Design mac_pkt_rx_reader, sky130hd; sources not shown.
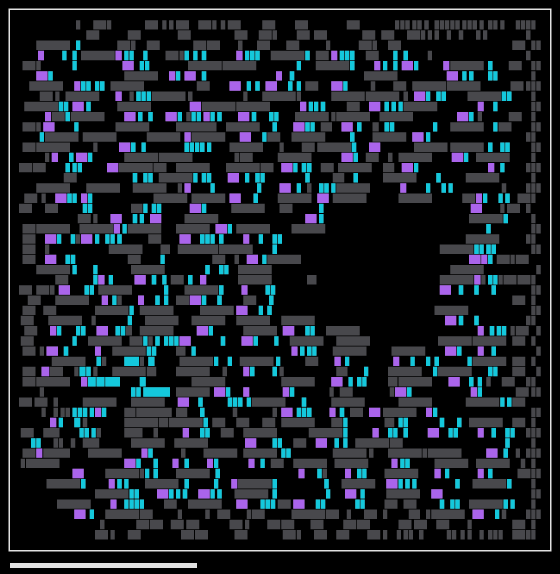
Run 1: selected gate families
Bar = 50 um.
purple -> inverting AOI/OAI gates  # cells 144, where spread over the die
cyan -> NAND gates  # cells 379, where spread over the die
post-route non-filler standard cell count: 1,333
most frequent standard cell in the layout excluding fill and tap cells: sky130_fd_sc_hd__nand2_1

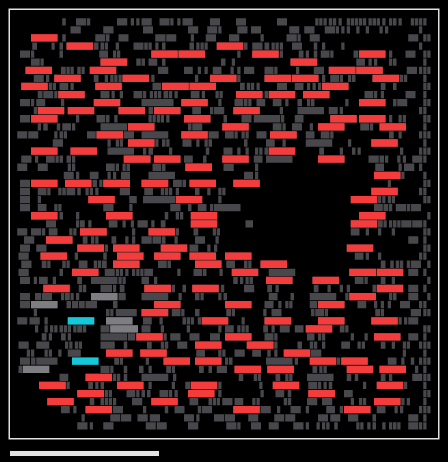
Run 1: register map, names as in the netlist
Bar = 50 um. Other sequential cells in the stronger grey, the rest of the logic in the fainter grey.
red -> `r_mem`  # sequential cells 140, where spread over the die
cyan -> `r_occ`  # sequential cells 2
seq pwr: 0.931 mW
flop share of the area: 39.0%
core utilization of the finished layout: 48.8%

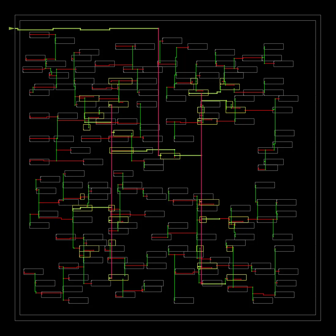
Run 1: clock wiring as the flow saved it
clk ins delay skew pair: 420 ps
Clock Power: 0.608 mW
Num Clock Sinks: 147
number of sequential cells in the layout: 147
clock buffer count in the final layout: 18

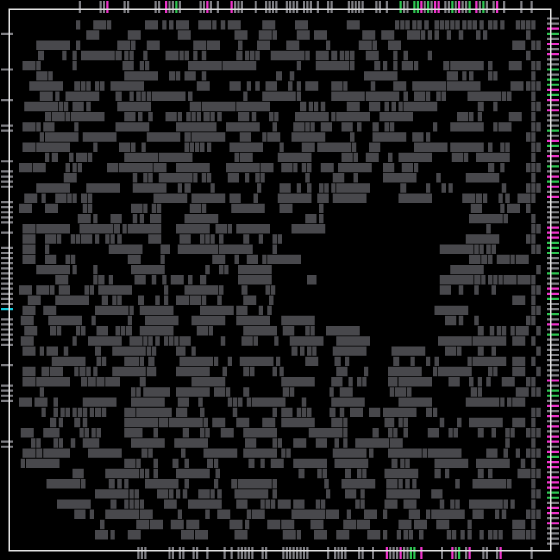
Run 1: ports around the boundary
Pins as bars across the die edge, other pins in grey.
magenta -> `stat_byte_cnt`  # pins 48, direction output, edge 32 east, 10 north, 6 south
green -> `stat_err_cnt`  # pins 32, direction output, edge 21 east, 8 north, 3 south
cyan -> `pkt_rx_eop`  # pins 1, direction input, edge west
die width: 144 um
count of input and output buffers: 146
Chip Height: 144 um

==> flow_summary.yaml, run 1 <==
# yosys + openroad results
run_status:
  run_status: "finished clean"
run:
  drv_cap: 0
yosys:
  synth-simple-area-share_pct: 18.7
  number_of_storage_elements_in_the_synthesis_netlist: 147
  yosysSeqAreaShare_pct: 46.9
  yosys-dominant-comb-family: "buffers and inverters"
  ff_type: "sky130_fd_sc_hd__dfrtp_1"
final_timing:
  worst-slew-pin-transition_ps: 1000
  grt_setup_unrepaired: "no"
  timing.final.hold_violations: 0
drt:
  routed_wl_um: 16200
  detail_route.wl_per_cell_um: 12.2
  detailedRoute.firstPassIterationCount: 4
  post_route_antenna_net_violation_count: 0
  number_of_vias_per_cell_after_detailed_routing: 4.18
critical_path:
  end_kind: "primary output"
  path_max_fanout: 3
  cp.depth: 11
  cells_along_the_critical_path: "clkdlybuf4s50_1, inv_1, nor2_1, nand2_1, o21ai_0, ha_1, inv_1, fa_1, o21ai_0, nor2_1, clkdlybuf4s50_1"
  startpoint_type: "input pin"
  timing.critical_path.buf_inv: 4
floorplanning:
  dieArea_um2: 20700
finish:
  area.growth.synth_to_final_pct: 20.3
  number_of_ordinary_inverters_in_the_final_layout: 80
  nMultiInputCombCells: 659
  buffer_area_share_pct: 15.8
clocking:
  tritoncts: "yes"
  hold_buffers: 0
placement:
  dp_hpwl_um: 10200
  dp_cells: 1301
  setup_ws_pre_cts_ps: 4760
hold_path:
  whs_path_depth: 2
  hold_path.class: "register to register"
==> run 1: power breakdown <==
| group | internal (mW) | switching (mW) | total (mW) | leakage (nW) |
|---|---|---|---|---|
| Sequential | 0.807 | 0.124 | 0.931 | 1.82 |
| Clock | 0.360 | 0.248 | 0.608 | 0.283 |
| Combinational | 0.544 | 0.776 | 1.32 | 2.79 |
| Total | 1.71 | 1.15 | 2.86 | 4.89 |
==> run 1: stage by stage <==
step	total power [mW]	util (%)
after floorplan	1.81	-
after global placement	2.27	45.8
after detailed placement	2.28	45.8
after CTS	2.90	48.8
after global routing	3.08	48.8
final	2.86	48.8
==> run 1: routing by layer <==
metal	GRT usage, %	vias up	wire length (um)
met3	4.77	17	1220
met2	25.8	175	7480
met4	5.57	0	231
li1	-	2857	-
met1	21.3	2526	7300
met5	0	-	0
==> run 1 -> run 2 <==
==> constraint.sdc (replaced) <==
create_clock -name clk_156m25 -period 5.6 [get_ports clk_156m25]
set_clock_uncertainty 0.2 [all_clocks]
set_input_delay 0.84 -clock clk_156m25 [delete_from_list [all_inputs] [get_ports clk_156m25]]
set_output_delay 0.84 -clock clk_156m25 [all_outputs]
set_load 0.02 [all_outputs]
==> flow_summary.yaml, run 2 <==
# yosys + openroad results
yosys:
  synthTopCellsByCount: "sky130_fd_sc_hd__nand2_1, sky130_fd_sc_hd__dfrtp_1, sky130_fd_sc_hd__buf_4, sky130_fd_sc_hd__o21ai_2, sky130_fd_sc_hd__inv_1"
  number_of_storage_elements_in_the_synthesis_netlist: 147
  synth-simple-area-share_pct: 18.7
  ff_type: "sky130_fd_sc_hd__dfrtp_1"
  post_synth_fa_ha_maj_area_fraction_pct: 0.574
drt:
  maxUsedRoutingLayer: "met4"
  met3_length_um: 905
  post_route_antenna_net_violation_count: 0
  detailedRoute.firstPassIterationCount: 5
  wl_met2_um: 7710
  detail_route.wl_per_cell_um: 12.2
  number_of_vias_per_cell_after_detailed_routing: 4.21
clocking:
  clkSlewWorstSetupHoldPaths_ps: 60
  hold_buffers: 0
  tritoncts: "yes"
final_timing:
  max_clock_freq_mhz: 234
  worst-slew-pin-transition_ps: 1070
critical_path:
  timing.critical_path.buf_inv: 4
  end_kind: "primary output"
  cp.depth: 11
  cells_along_the_critical_path: "clkdlybuf4s50_1, inv_1, nor2_1, nand2_1, o21ai_0, ha_1, inv_1, fa_1, o21ai_0, nor2_1, clkdlybuf4s50_1"
  path_max_fanout: 3
  startpoint_type: "input pin"
  crit_type: "input pin to primary output"
global_route:
  grt_util_met1_pct: 21.8
  top_usage_layer: "met2"
  met2_global_route_usage_pct: 26.6
  grt.met3_usage_pct: 3.21
power_and_ir_drop:
  p_switching_mw: 2.11
  comb_cell_power_mw: 2.47
  power.largest_group: "combinational logic"
  fin_total_pwr_mw: 5.40
  seq_power_mw: 1.74
  internal_power_mw: 3.28
  clock_power_share_pct: 21.9
  comb_power_share_pct: 45.8
run:
  drv_cap: 0
floorplanning:
  die-width_um: 144
  ports_placed_on_the_boundary: 275
  dieArea_um2: 20700
  chipHeight_um: 144
run_status:
  run_status: "finished clean"
finish:
  area.growth.synth_to_final_pct: 20.9
  lay_top_count: "sky130_fd_sc_hd__nand2_1"
hold_path:
  whs_path_depth: 2
  hold_path.class: "register to register"
placement:
  io_buffer_count: 146
[run 2: final cells by class]
cell class / count / area, um2
fill: 1945 / 9850
sequential: 147 / 3680
multi-input combinational: 659 / 3040
timing repair buffer: 152 / 1510
clock buffer: 23 / 498
tap: 265 / 332
inverter: 80 / 305
clock inverter: 8 / 124
[run 2: through the flow]
step	hold slack (ps)	setup slack [ps]	cell area, um2	utilization, %	cells
floorplan	249	609	8320	-	1059
global placement	264	1370	8860	45.8	1303
detailed placement	266	1330	8860	45.8	1303
CTS	282	1320	9480	49.1	1334
global route	291	1120	9480	49.1	1334
finish	278	1330	9480	49.1	1334
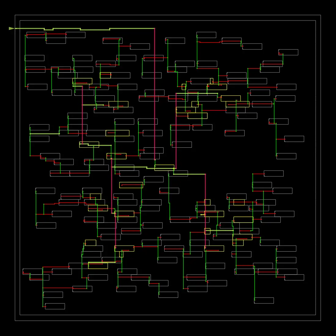
Run 2: clock wiring as the flow saved it
Clock Power: 1.18 mW
clock buffers created by TritonCTS: 17
clock buffer count in the final layout: 23

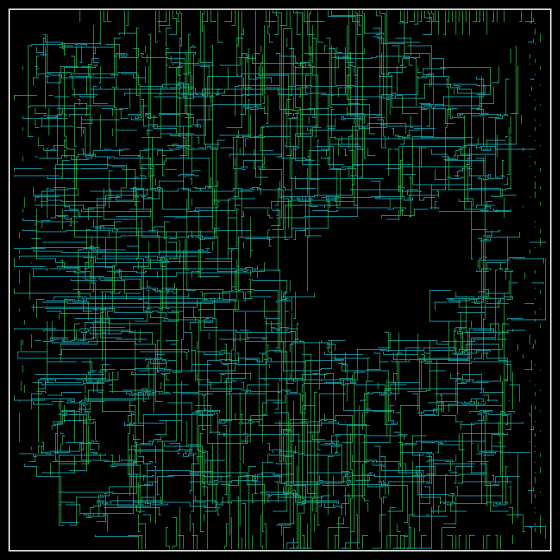
Run 2: routed metal, one colour a layer
Only two layers are drawn.
cyan -> met1  # wire length 7,440 um
green -> met2  # wire length 7,710 um
global-route usage over all layers: 16.3%
Post-Route WL: 16,300 um

Power is estimated from default activity; no workload was simulated.
